Fig. 1: clock routing
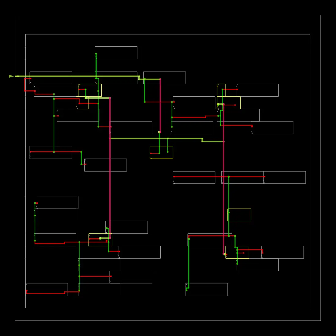
Fig. 2: gate-type map
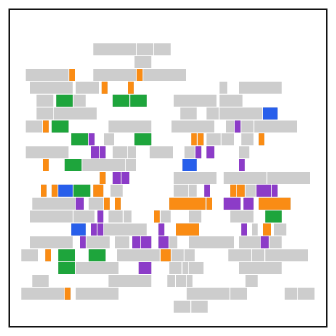
==> config.mk <==
export PLATFORM = sky130hd
export DESIGN_NAME = pulse_width_adc
export DESIGN_NICKNAME = d
export VERILOG_FILES = /design/src/rtl/pulse_width_adc_pkg.sv /design/src/rtl/pulse_width_adc_sat_counter.sv /design/src/rtl/pulse_width_adc.sv
export SDC_FILE = /design/constraint.sdc
export NUM_CORES = 1
export LEC_CHECK = 0
export ABC_CLOCK_PERIOD_IN_PS = 4100
export CORE_MARGIN = 2
export CORE_UTILIZATION = 38
export CTS_BUF_LIST = sky130_fd_sc_hd__clkbuf_2 sky130_fd_sc_hd__clkbuf_4 sky130_fd_sc_hd__clkbuf_8
export DETAILED_ROUTE_END_ITERATION = 8
export SLEW_MARGIN = 25
export SYNTH_ARGS = -nofsm -noshare
export SYNTH_HDL_FRONTEND = slang
export SYNTH_SLANG_ARGS = --single-unit
==> constraint.sdc <==
create_clock -name clock -period 4.1 [get_ports clock]
set_input_delay 0.615 -clock clock [delete_from_list [all_inputs] [get_ports clock]]
set_output_delay 0.615 -clock clock [all_outputs]
set_load 0.02 [all_outputs]
==> flow_metrics.tcl <==
# flow metrics
set metrics [dict create \
    status "finished, final reports clean" \
    dieWidth_um 66.8 \
    root_buffer "clkbuf_8" \
    cts_setup_buffers 0 \
    cp-start-kind "flop" \
    yosysMostFrequentCell "dfrtp_1" \
    drtPass1Iterations 4 \
    regToRegSetupSlack_ps 2250 \
    core.rowCount 22 \
    cp-end-kind "output pin" \
    cts_inserted_buffers 5 \
    logic_family "simple AND/OR/NAND/NOR gates" \
    power_w 0.000970 \
    sh_seq_area_pct 43.1 \
    top_cells_by_area "dfrtp_1, mux2i_1, nor2_1" \
    path_class "reg2out" \
    path_cells "clkdlybuf4s50_1" \
    nFillCells 354 \
    whs_path_depth 1 \
    non_clock_buffer_area_share_pct 7.32 \
    netlist.area_leader.share_pct 48.5 \
    cts_resized 0 \
    setup_tns_ps 0 \
    tightest_slew_ps 554 \
    mux_share_pct 8.03 \
    fin_crit_ps 2010 \
    hpwl_mm 2.16 \
    dp_worst_setup_slack_ps 1900 \
    worstPathBufferInverterCount 1 \
    crit_arrival_ps 1400 \
    wl_per_cell_um 15.0 \
    gp_congestion 0.797 \
    die_y_um 66.8 \
    synth_async_sr_flop_share_pct 100 \
    synth_area_sq_um 1500 \
    yosys.area.top_type "dfrtp_1" \
    synthToLayoutAreaGrowth_pct 16.6 \
    final-clk-cell-share_pct 5.45 \
    htreeDepth 2 \
    dominant_cells "flip-flops and latches" \
    syn_inst 144 \
    synth_compound_gate_area_share_pct 11.8 \
    inverters_excl_clock 3 \
    wirelength_mm 3.09 \
]
Back to the opening pictures, Fig. 1:
Clock Buffer Count: 7
final setup skew: 4.94 ps
Clock group: 0.000251 W

Back to the opening pictures, Fig. 2:
- orange: nor cells (cells 26; most used nor2_1)
- blue: xor and xnor cells (cells 4; most used xnor2_1)
- green: mux cells (cells 12; most used mux2i_1)
- purple: nand cells (cells 26; most used nand2_1)
logic share of the area: 40.0%
Commonest Layout Cell: dfrtp_1

per-layer routing:
| layer | GRT usage (%) | part of all wire (%) | vias up | wire length (um) |
|---|---|---|---|---|
| li1 | - | - | 545 | - |
| met1 | 18.9 | 45 | 547 | 1380 |
| met2 | 28.1 | 50 | 15 | 1540 |
| met3 | 4.22 | 3.2 | 8 | 100 |
| met4 | 8.42 | 2.4 | 0 | 74 |
| met5 | 0 | 0 | - | 0 |
stage by stage:
stage	cells	utilization [%]	cell area [sq um]
2_1_floorplan	144	-	1500
3_3_place_gp	198	44.4	1650
6_report	206	46.9	1740
5_1_grt	206	46.9	1740
4_1_cts	206	46.9	1740
3_5_place_dp	198	44.4	1650
power by group:
group	internal (W)	switching, W
combinational	0.000128	0.000153
clock	0.000142	0.000109
sequential	0.000365	0.0000728
total	0.000634	0.000336
Power figures rest on the tool's default switching activity, not on a simulated workload.
